**config.mk**
```make
export PLATFORM = sky130hd
export DESIGN_NAME = mux_l1_flat
export DESIGN_NICKNAME = d
export VERILOG_FILES = /design/src/rtl/mux_l1_pkg.sv /design/src/rtl/mux_l1_if.sv /design/src/rtl/mux_l1_lane.sv /design/src/rtl/mux_l1.sv /design/src/flat_wrapper.sv
export SDC_FILE = /design/constraint.sdc
export NUM_CORES = 1
export LEC_CHECK = 0
export CAP_MARGIN = 10
export CORE_ASPECT_RATIO = 0.75
export CORE_MARGIN = 3
export CORE_UTILIZATION = 38
export DETAILED_ROUTE_END_ITERATION = 12
export GPL_ROUTABILITY_DRIVEN = 0
export PLACE_DENSITY = 0.72
export SYNTH_ARGS = -nofsm -noshare
export SYNTH_HDL_FRONTEND = slang
export SYNTH_SLANG_ARGS = --single-unit
```
**constraint.sdc**
```tcl
create_clock -name clk_2f -period 1.4 [get_ports clk_2f]
set_input_delay 0.14 -clock clk_2f [delete_from_list [all_inputs] [get_ports clk_2f]]
set_output_delay 0.14 -clock clk_2f [all_outputs]
set_load 0.01 [all_outputs]
```
**src/rtl/mux_l1_pkg.sv**
```systemverilog
// Shared layer-1 definitions: default lane width and the half-rate slot encoding.
// The demux side imports the same package so both ends agree on slot order.
package mux_l1_pkg;

  localparam int L1_WIDTH = 8;

  // PH_FIRST carries lanes 0/2, PH_SECOND carries lanes 1/3.
  typedef enum logic {
    PH_FIRST  = 1'b0,
    PH_SECOND = 1'b1
  } phase_e;

endpackage

```
**src/rtl/mux_l1_if.sv**
```systemverilog
// Slow-side inputs and fast-side outputs of the layer-1 serializer.
// master = upstream word source/sink, slave = the serializer itself.
interface mux_l1_if #(
  parameter int WIDTH = mux_l1_pkg::L1_WIDTH
);

  logic [WIDTH-1:0] data_0;
  logic [WIDTH-1:0] data_1;
  logic [WIDTH-1:0] data_2;
  logic [WIDTH-1:0] data_3;
  logic             valid_0;
  logic             valid_1;
  logic             valid_2;
  logic             valid_3;
  logic             sample_en;
  logic [WIDTH-1:0] data_00;
  logic [WIDTH-1:0] data_11;
  logic             valid_00;
  logic             valid_11;

  modport master (
    output data_0, data_1, data_2, data_3,
    output valid_0, valid_1, valid_2, valid_3,
    input  sample_en, data_00, data_11, valid_00, valid_11
  );

  modport slave (
    input  data_0, data_1, data_2, data_3,
    input  valid_0, valid_1, valid_2, valid_3,
    output sample_en, data_00, data_11, valid_00, valid_11
  );

endinterface

```
**src/rtl/mux_l1_lane.sv**
```systemverilog
// One fast lane: captures a pair of slow words on the PH_SECOND edge and
// emits slot A then slot B, forcing data to zero whenever its valid is low.
module mux_l1_lane
  import mux_l1_pkg::*;
#(
  parameter int WIDTH = L1_WIDTH
) (
  input  logic             clk_2f,
  input  logic             reset_L,
  input  phase_e           phase_i,
  input  logic [WIDTH-1:0] data_a_i,
  input  logic             valid_a_i,
  input  logic [WIDTH-1:0] data_b_i,
  input  logic             valid_b_i,
  output logic [WIDTH-1:0] data_o,
  output logic             valid_o
);

  logic [WIDTH-1:0] cap_data_a_q, cap_data_a_d;
  logic [WIDTH-1:0] cap_data_b_q, cap_data_b_d;
  logic             cap_valid_a_q, cap_valid_a_d;
  logic             cap_valid_b_q, cap_valid_b_d;
  logic [WIDTH-1:0] data_q, data_d;
  logic             valid_q, valid_d;
  logic [WIDTH-1:0] slot_data;
  logic             slot_valid;

  always_comb begin
    cap_data_a_d  = cap_data_a_q;
    cap_data_b_d  = cap_data_b_q;
    cap_valid_a_d = cap_valid_a_q;
    cap_valid_b_d = cap_valid_b_q;
    slot_data     = cap_data_a_q;
    slot_valid    = cap_valid_a_q;

    // The second-slot edge reads the old pair while loading the new one.
    if (phase_i == PH_SECOND) begin
      cap_data_a_d  = data_a_i;
      cap_data_b_d  = data_b_i;
      cap_valid_a_d = valid_a_i;
      cap_valid_b_d = valid_b_i;
      slot_data     = cap_data_b_q;
      slot_valid    = cap_valid_b_q;
    end

    valid_d = slot_valid;
    data_d  = slot_valid ? slot_data : '0;
  end

  always_ff @(posedge clk_2f or negedge reset_L) begin
    if (!reset_L) begin
      cap_data_a_q  <= '0;
      cap_data_b_q  <= '0;
      cap_valid_a_q <= 1'b0;
      cap_valid_b_q <= 1'b0;
      data_q        <= '0;
      valid_q       <= 1'b0;
    end else begin
      cap_data_a_q  <= cap_data_a_d;
      cap_data_b_q  <= cap_data_b_d;
      cap_valid_a_q <= cap_valid_a_d;
      cap_valid_b_q <= cap_valid_b_d;
      data_q        <= data_d;
      valid_q       <= valid_d;
    end
  end

  assign data_o  = data_q;
  assign valid_o = valid_q;

endmodule

```
**src/rtl/mux_l1.sv**
```systemverilog
// Layer-1 serializer: four half-rate lanes onto two full-rate lanes.
// Owns the phase flop; each fast lane is an independent mux_l1_lane.
module mux_l1
  import mux_l1_pkg::*;
#(
  parameter int WIDTH = L1_WIDTH
) (
  input  logic    clk_2f,
  input  logic    reset_L,
  mux_l1_if.slave l1_bus
);

  localparam int N_LANES = 2;

  phase_e           phase_q, phase_d;
  logic [WIDTH-1:0] lane_data_a [N_LANES];
  logic [WIDTH-1:0] lane_data_b [N_LANES];
  logic             lane_valid_a [N_LANES];
  logic             lane_valid_b [N_LANES];
  logic [WIDTH-1:0] lane_data [N_LANES];
  logic             lane_valid [N_LANES];

  // Fast lane 0 interleaves slow lanes 0/1, fast lane 1 interleaves 2/3.
  assign lane_data_a[0]  = l1_bus.data_0;
  assign lane_valid_a[0] = l1_bus.valid_0;
  assign lane_data_b[0]  = l1_bus.data_1;
  assign lane_valid_b[0] = l1_bus.valid_1;
  assign lane_data_a[1]  = l1_bus.data_2;
  assign lane_valid_a[1] = l1_bus.valid_2;
  assign lane_data_b[1]  = l1_bus.data_3;
  assign lane_valid_b[1] = l1_bus.valid_3;

  always_comb begin
    phase_d = (phase_q == PH_FIRST) ? PH_SECOND : PH_FIRST;
  end

  always_ff @(posedge clk_2f or negedge reset_L) begin
    if (!reset_L) begin
      phase_q <= PH_FIRST;
    end else begin
      phase_q <= phase_d;
    end
  end

  // Straight from the phase flop, so sample_en never glitches.
  assign l1_bus.sample_en = (phase_q == PH_SECOND);

  generate
    for (genvar gi = 0; gi < N_LANES; gi++) begin : g_lane
      mux_l1_lane #(
        .WIDTH(WIDTH)
      ) u_lane (
        .clk_2f    (clk_2f),
        .reset_L   (reset_L),
        .phase_i   (phase_q),
        .data_a_i  (lane_data_a[gi]),
        .valid_a_i (lane_valid_a[gi]),
        .data_b_i  (lane_data_b[gi]),
        .valid_b_i (lane_valid_b[gi]),
        .data_o    (lane_data[gi]),
        .valid_o   (lane_valid[gi])
      );
    end
  endgenerate

  assign l1_bus.data_00  = lane_data[0];
  assign l1_bus.valid_00 = lane_valid[0];
  assign l1_bus.data_11  = lane_data[1];
  assign l1_bus.valid_11 = lane_valid[1];

endmodule

```
**src/flat_wrapper.sv**
```systemverilog
// flat-port wrapper written by rule: the top's interface ports become plain ports
module mux_l1_flat import mux_l1_pkg::*;
#(
  parameter int WIDTH = L1_WIDTH
)
  (clk_2f, reset_L, l1_bus_data_0, l1_bus_data_1, l1_bus_data_2, l1_bus_data_3, l1_bus_valid_0, l1_bus_valid_1, l1_bus_valid_2, l1_bus_valid_3, l1_bus_sample_en, l1_bus_data_00, l1_bus_data_11, l1_bus_valid_00, l1_bus_valid_11);
  mux_l1_if #(.WIDTH(WIDTH)) l1_bus_i ();
  input  logic clk_2f;
  input  logic reset_L;
  input wire logic [$bits(l1_bus_i.data_0)-1:0] l1_bus_data_0;
  input wire logic [$bits(l1_bus_i.data_1)-1:0] l1_bus_data_1;
  input wire logic [$bits(l1_bus_i.data_2)-1:0] l1_bus_data_2;
  input wire logic [$bits(l1_bus_i.data_3)-1:0] l1_bus_data_3;
  input wire logic [$bits(l1_bus_i.valid_0)-1:0] l1_bus_valid_0;
  input wire logic [$bits(l1_bus_i.valid_1)-1:0] l1_bus_valid_1;
  input wire logic [$bits(l1_bus_i.valid_2)-1:0] l1_bus_valid_2;
  input wire logic [$bits(l1_bus_i.valid_3)-1:0] l1_bus_valid_3;
  output wire logic [$bits(l1_bus_i.sample_en)-1:0] l1_bus_sample_en;
  output wire logic [$bits(l1_bus_i.data_00)-1:0] l1_bus_data_00;
  output wire logic [$bits(l1_bus_i.data_11)-1:0] l1_bus_data_11;
  output wire logic [$bits(l1_bus_i.valid_00)-1:0] l1_bus_valid_00;
  output wire logic [$bits(l1_bus_i.valid_11)-1:0] l1_bus_valid_11;
  assign l1_bus_i.data_0 = l1_bus_data_0;
  assign l1_bus_i.data_1 = l1_bus_data_1;
  assign l1_bus_i.data_2 = l1_bus_data_2;
  assign l1_bus_i.data_3 = l1_bus_data_3;
  assign l1_bus_i.valid_0 = l1_bus_valid_0;
  assign l1_bus_i.valid_1 = l1_bus_valid_1;
  assign l1_bus_i.valid_2 = l1_bus_valid_2;
  assign l1_bus_i.valid_3 = l1_bus_valid_3;
  assign l1_bus_sample_en = l1_bus_i.sample_en;
  assign l1_bus_data_00 = l1_bus_i.data_00;
  assign l1_bus_data_11 = l1_bus_i.data_11;
  assign l1_bus_valid_00 = l1_bus_i.valid_00;
  assign l1_bus_valid_11 = l1_bus_i.valid_11;
  mux_l1 #(.WIDTH(WIDTH)) u_core (.clk_2f(clk_2f), .reset_L(reset_L), .l1_bus(l1_bus_i));
endmodule
```
### Wiring by layer, run 1

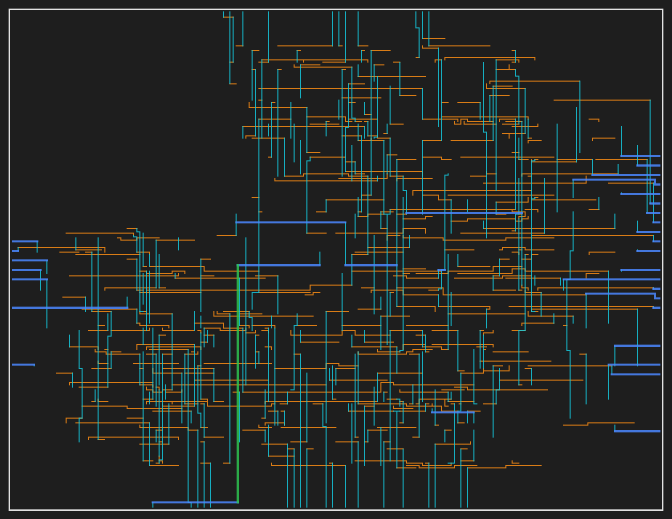
Key: orange = M1 [wire length 1900 um]; cyan = M2 [wire length 1790 um]; green = M4 [wire length 34.0 um]; blue = M3 [wire length 214 um]
Global Route Usage Sum: 12.73%
detailed-route via count: 1255
wirelength, routed: 3933 um
Routed wire per std cell: 14.15 um

### Placement view, run 1

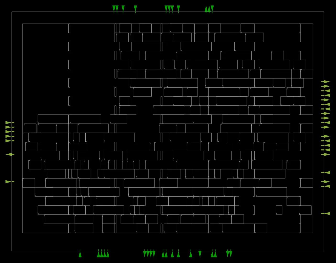
final core utilization: 53.58%
sequential cell count of the final layout: 55

### Placed cells, one color a class, run 1

Fill, decap, tap and diode cells in gray.
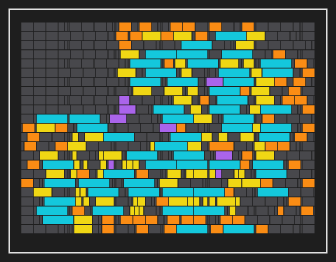
Key: yellow = remaining logic cells [cells 76]; cyan = registers [cells 55]; orange = remaining buffers and delay cells [cells 64]; purple = clock drivers and dummy loads [cells 8]

### Port wiring, run 1

Bar = 20 um.
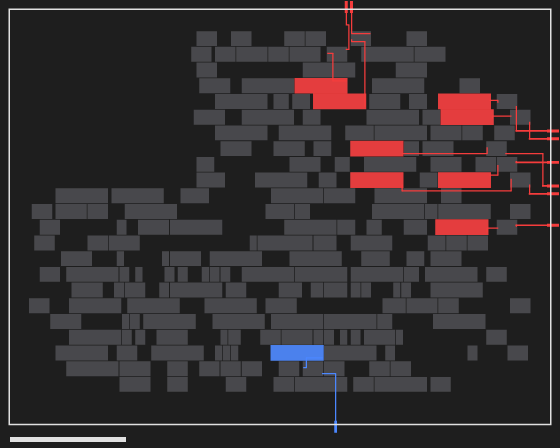
Key: red = l1_bus_data_11 [bits 8, direction output, edge 6 right, 2 top, end cells 8, wire 129 um]; blue = l1_bus_valid_00 [bits 1, direction output, edge bottom, end cells 1, wire 15.6 um]
Top-Level Pins: 57
Port-buffer cells: 56

==> flow_summary_export.csv, run 1 <==
group,metric,value,unit
outcome,outcome,"complete, no violations",
worst_setup_path,cp_cell_sequence,"clkdlybuf4s50_1",
clock_network,cts_inserted_buffers,5,
placed_design,numPlacedInstances,269,
floorplanning,fp-utilization,40.07,%
pwr,pwr.group.sequential,1.71,mW
synth,post_synth_xor_area_fraction,0,%
synth,yosys.stat.chipArea,0.002180,mm^2
job,maxCapViolCount,0,
worst_setup_path,critical_path_peak_fanout,1,
clock_network,path_clk_slew,0.10,ns
pwr,p_comb_share,11.3,%
pwr,switching_power,632.0,uW
final_timing,clock.fmax,755.1,MHz
pwr,worst_ir_drop_vdd,0.5138,mV
worst_setup_path,reg2reg_slack,0.15,ns
final_layout,final_cell_area,0.002914,mm^2
grt,grt_max_degree,29,
pwr,power.internal,2.244,mW
clock_network,cts-resized-gates,1,
grt,grt_first_pass_wirelength,6596,um
placed_design,place_area,0.002815,mm^2
final_timing,holdWs,0.3208,ns
final_timing,setup_total_negative_slack,0,ns
final_layout,syn2layout_area_growth,33.70,%
clock_network,ctsLongestPathBuffers,2,
final_layout,combined_flip_flop_and_latch_cell_area,0.001378,mm^2
synth,synth-edff-count,0,
clock_network,clock_sinks,55,
clock_network,cts_root_buffer,"sky130_fd_sc_hd__clkbuf_8",
synth,synth_stat.cells,141,
worst_setup_path,max_stage_delay,0.53,ns
synth,yosys.cell_types.count,17,
synth,top_cell_area_share,63.15,%
worst_setup_path,worst-path-stages,1,
synth,muxShareOfSynthArea,22.56,%
final_timing,worst_slack,0.07562,ns
synth,post_synth_most_frequent_cells,"sky130_fd_sc_hd__dfrtp_1 (55), sky130_fd_sc_hd__mux2_4 (29), sky130_fd_sc_hd__nand2_1 (12)",
synth,yosys_warnings,0,
grt,grt_antenna_before_repair,0,
hold_path,hold_path.class,"in2async",
final_timing,setup-violations-final,0,
clock_network,hold_buffers,1,
final_layout,num-nets-final,240,
floorplanning,floorplan.die.width,93.45,um
worst_setup_path,crit_buf_inv,1,
synth,netlist_area,0.002180,mm^2
final_layout,layout.cells.most_common_list,"sky130_fd_sc_hd__clkdlybuf4s50_1 (54), sky130_fd_sc_hd__dfrtp_1 (54), sky130_fd_sc_hd__mux2_4 (29)",
synth,ys_seq_elements,55,
synth,logic_family,"multiplexers",
pwr,share_seq_of_total_power,59.4,%
synth,ys_seq_share,63.15,%
routing,drt_pre_antenna_iters,4,
synth,synth.largest_area_cell,"sky130_fd_sc_hd__dfrtp_1",
final_timing,drv_slew,0,
synth,post_synth_inst_count,141,
synth,yosys.cell_count.top_type,"sky130_fd_sc_hd__dfrtp_1",
final_layout,final.fill_count,447,
clock_network,htree_num_levels,2,
worst_setup_path,critPathLaunchType,"register",
pwr,power_leader,"sequential cells",
job,number_of_logged_tool_warnings,26,
routing,post-route-drc-count,0,
worst_setup_path,cp_data_arrival_time,1.18,ns
worst_setup_path,r2r-start,"u_core.l1_bus.sample_en",
synth,synth_simple_gate_area_share,5.052,%
synth,ys_dominant_reg_cell,"sky130_fd_sc_hd__dfrtp_1",
placed_design,post-place-ws,0.1016,ns
final_timing,skew,0.007686,ns
final_timing,final_report_hold_violation_count,0,
final_layout,final_cells,278,
clock_network,clock_insertion_delay_worst_skew,0.30,ns
floorplanning,placement_rows,23,
routing,postRouteAntennaNets,0,
placed_design,place.detailed.hpwl,2929,um
clock_network,clock_tree_from_tritoncts,"built",
floorplanning,chipHeight,71.59,um
clock_network,post-cts-setup-buffers,0,
worst_setup_path,worst_setup_path_startpoint,"u_core.g_lane[1].u_lane.data_o[4]",
synth,synthesis.nets,179,
floorplanning,core,0.005439,mm^2
worst_setup_path,data_required_time_of_the_critical_path,1.26,ns
run 1: area by class of cell:
type	instances	area share [%]
flip-flops and latches	55	47.27
multi-input cells	75	24.77
repair buffers	64	21.60
well taps	75	3.220
clock buffers	5	2.362
clock inverters	3	0.6441
inverters	1	0.1288
run 1: worst min path at each step:
stage,end,slack (ns)
global placement,u_core.g_lane[0].u_lane.cap_data_a_q[0],0.12
finish,u_core.g_lane[1].u_lane.data_o[6],0.32
detailed placement,u_core.g_lane[0].u_lane.cap_data_a_q[0],0.12
floorplan,u_core.g_lane[0].u_lane.cap_data_a_q[0],-0.16
global route,u_core.g_lane[1].u_lane.data_o[6],0.35
CTS,u_core.g_lane[0].u_lane.cap_data_a_q[0],0.34
run 1: sequential cells by signal, indices dropped and copies added (netlist names):
signal and cells:
u_core.g_lane.u_lane.cap_valid_b_q 2, u_core.l1_bus.sample_en 1, u_core.g_lane.u_lane.data_o 16, u_core.g_lane.u_lane.cap_data_b_q 16, u_core.g_lane.u_lane.cap_valid_a_q 2, u_core.g_lane.u_lane.valid_o 2
u_core.g_lane.u_lane.cap_data_a_q 16
run 1: metal layers:
| metal | vias to the layer above | part of all wire (%) | GRT usage, % |
|---|---|---|---|
| li1 | 603 | - | - |
| met1 | 611 | 48 | 18.38 |
| met4 | 0 | 0.86 | 4.390 |
| met2 | 39 | 45 | 18.94 |
| met3 | 2 | 5.4 | 3.043 |
| met5 | - | 0 | 0 |
run 1: cells by family (layout without fill, tap and decap cells):
| logic type | after synthesis | in the layout |
|---|---|---|
| flops | 55 | 55 |
| compound gates | 17 | 17 |
| simple gates | 24 | 24 |
| mux | 34 | 34 |
| buf+inv | 11 | 73 |
==> run 2: changes to the inputs <==
Settings changed: CAP_MARGIN 10 to unset.
### Placement view, run 2

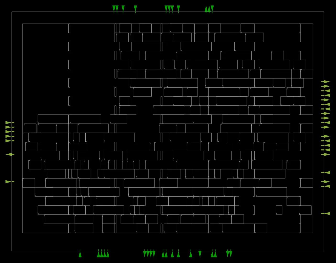
fraction of standard cell area that is sequential: 47.27%
well-tap cell count: 75

==> flow_summary_export.csv, run 2 <==
group,metric,value,unit
synth,synth_stat.cells,141,
synth,yosys.stat.chipArea,0.002180,mm^2
grt,grt_max_degree,29,
final_timing,drv_slew,0,
final_layout,combined_flip_flop_and_latch_cell_area,0.001378,mm^2
final_layout,final_cells,278,
placed_design,post-place-ws,0.1016,ns
placed_design,numPlacedInstances,269,
floorplanning,chipArea,0.006690,mm^2
routing,vias,1255,
synth,yosys_warnings,0,
grt,grt_overflow_total,0,
final_timing,worst_pin_slew,0.4602,ns
final_layout,num-nets-final,240,
floorplanning,ioPinCount,57,
grt,grt_antenna_before_repair,0,
grt,grt_first_pass_wirelength,6596,um
synth,muxShareOfSynthArea,22.56,%
hold_path,hold_path.class,"in2async",
floorplanning,fp-utilization,40.07,%
routing,postRouteAntennaNets,0,
pwr,worst_ir_drop_vdd,0.5138,mV
synth,top_cell_area_share,63.15,%
synth,synth_simple_gate_area_share,5.052,%
final_timing,setup-violations-final,0,
placed_design,buffer_ports.inserted,56,
clock_network,ctsLongestPathBuffers,2,
final_timing,final.period_utilization,94.60,%
clock_network,path_clk_slew,0.10,ns
clock_network,clock_insertion_delay_worst_skew,0.30,ns
final_layout,final_core_util,53.58,%
final_layout,final_cell_area,0.002914,mm^2
synth,yosys.cell_count.top_type,"sky130_fd_sc_hd__dfrtp_1",
clock_network,clock_tree_from_tritoncts,"built",
routing,wl,3933,um
final_layout,n_antenna_cell,0,
synth,synth.largest_area_cell,"sky130_fd_sc_hd__dfrtp_1",
worst_setup_path,data_required_time_of_the_critical_path,1.26,ns
clock_network,cts_inserted_buffers,5,
outcome,outcome,"complete, no violations",
worst_setup_path,cp_cell_sequence,"clkdlybuf4s50_1",
routing,drt_pre_antenna_iters,4,
final_timing,skew,0.007686,ns
final_timing,final_report_hold_violation_count,0,
job,number_of_logged_tool_warnings,26,
grt,track_usage,12.73,%
final_layout,syn2layout_area_growth,33.70,%
floorplanning,chipHeight,71.59,um
final_layout,layout.area.comb,721.9,um^2
worst_setup_path,cp_data_arrival_time,1.18,ns
final_layout,final.fill_count,447,
synth,netlist_area,0.002180,mm^2
synth,post_synth_most_frequent_cells,"sky130_fd_sc_hd__dfrtp_1 (55), sky130_fd_sc_hd__mux2_4 (29), sky130_fd_sc_hd__nand2_1 (12)",
floorplanning,core,0.005439,mm^2
clock_network,cts_root_buffer,"sky130_fd_sc_hd__clkbuf_8",
worst_setup_path,critical_path_peak_fanout,1,
synth,post_synth_inst_count,141,
final_timing,finalWorstPathRequiredPeriod,1.324,ns
final_layout,layout.cells.most_common_list,"sky130_fd_sc_hd__clkdlybuf4s50_1 (54), sky130_fd_sc_hd__dfrtp_1 (54), sky130_fd_sc_hd__mux2_4 (29)",
clock_network,htree_num_levels,2,
synth,post_synth_xor_area_fraction,0,%
final_timing,setup_total_negative_slack,0,ns
pwr,power_leakage,1.386,nW
final_timing,clock.fmax,755.1,MHz
routing,post-route-drc-count,0,
synth,synthesis.nets,179,
worst_setup_path,worst-path-stages,1,
grt,grt_pass1_vias,1340,
synth,yosys.cell_types.count,17,
synth,synth-edff-count,0,
synth,ys_seq_share,63.15,%
final_timing,holdWs,0.3208,ns
synth,logic_family,"multiplexers",
clock_network,clock_sinks,55,
worst_setup_path,max_stage_delay,0.53,ns
placed_design,place_area,0.002815,mm^2
worst_setup_path,worst_path_max_delay_cell,"sky130_fd_sc_hd__clkdlybuf4s50_1",
synth,ys_seq_elements,55,
floorplanning,placement_rows,23,
worst_setup_path,crit_buf_inv,1,
routing,wire_per_inst,14.15,um
synth,ys_dominant_reg_cell,"sky130_fd_sc_hd__dfrtp_1",
job,maxCapViolCount,0,
final_timing,worst_slack,0.07562,ns
floorplanning,floorplan.die.width,93.45,um
placed_design,place.detailed.hpwl,2929,um
worst_setup_path,critPathLaunchType,"register",
synth,complex_gates_by_area,5.396,%
## run 2: report_power, final
part	switching, mW	internal [mW]	leakage (nW)
logic	0.0997	0.225	0.680
registers	0.0434	1.67	0.658
clock network	0.489	0.353	0.0483
total	0.632	2.24	1.39
## run 2: logic make-up (layout without fill, tap and decap cells)
group,after synthesis,in the layout
flops,55,55
compound gates,17,17
buf+inv,11,73
simple gates,24,24
mux,34,34
## run 2: routing by layer
metal,global-route usage [%],share of wire [%],up-vias
li1,-,-,603
met1,18.38,48,611
met2,18.94,45,39
met3,3.043,5.4,2
met4,4.390,0.86,0
met5,0,0,-
## run 2: worst paths after layout
check                                                          end                                     from  slack (ns)
setup / recovery                                 l1_bus_data_11[4]        u_core.g_lane[1].u_lane.data_o[4]        0.08
hold / removal                   u_core.g_lane[1].u_lane.data_o[6]                                  reset_L        0.32
setup reg to reg             u_core.g_lane[0].u_lane.cap_valid_b_q                  u_core.l1_bus.sample_en        0.15
hold reg to reg                  u_core.g_lane[1].u_lane.data_o[7]  u_core.g_lane[1].u_lane.cap_data_b_q[7]        0.50
max in group asynchronous  u_core.g_lane[1].u_lane.cap_data_a_q[0]                                  reset_L        0.62
min in group clk_2f          u_core.g_lane[0].u_lane.cap_valid_a_q                           l1_bus_valid_0        0.39
## run 2: timing repair
item | in CTS | in global routing
buffers inserted | 0 | 0
endpoints found under the setup margin | 1 | 8
gates cloned | 0 | 0
hold buffers | 1 | 0
resized | 1 | 1
endpoints found under the hold margin | 17 | 0
## run 2: layout make-up
type | instances | area share, %
clock inverter | 3 | 0.6441
tap | 75 | 3.220
clock buffer | 5 | 2.362
timing repair buffer | 64 | 21.60
sequential | 55 | 47.27
multi-input combinational | 75 | 24.77
inverter | 1 | 0.1288
Power figures rest on the tool's default switching activity, not on a simulated workload.
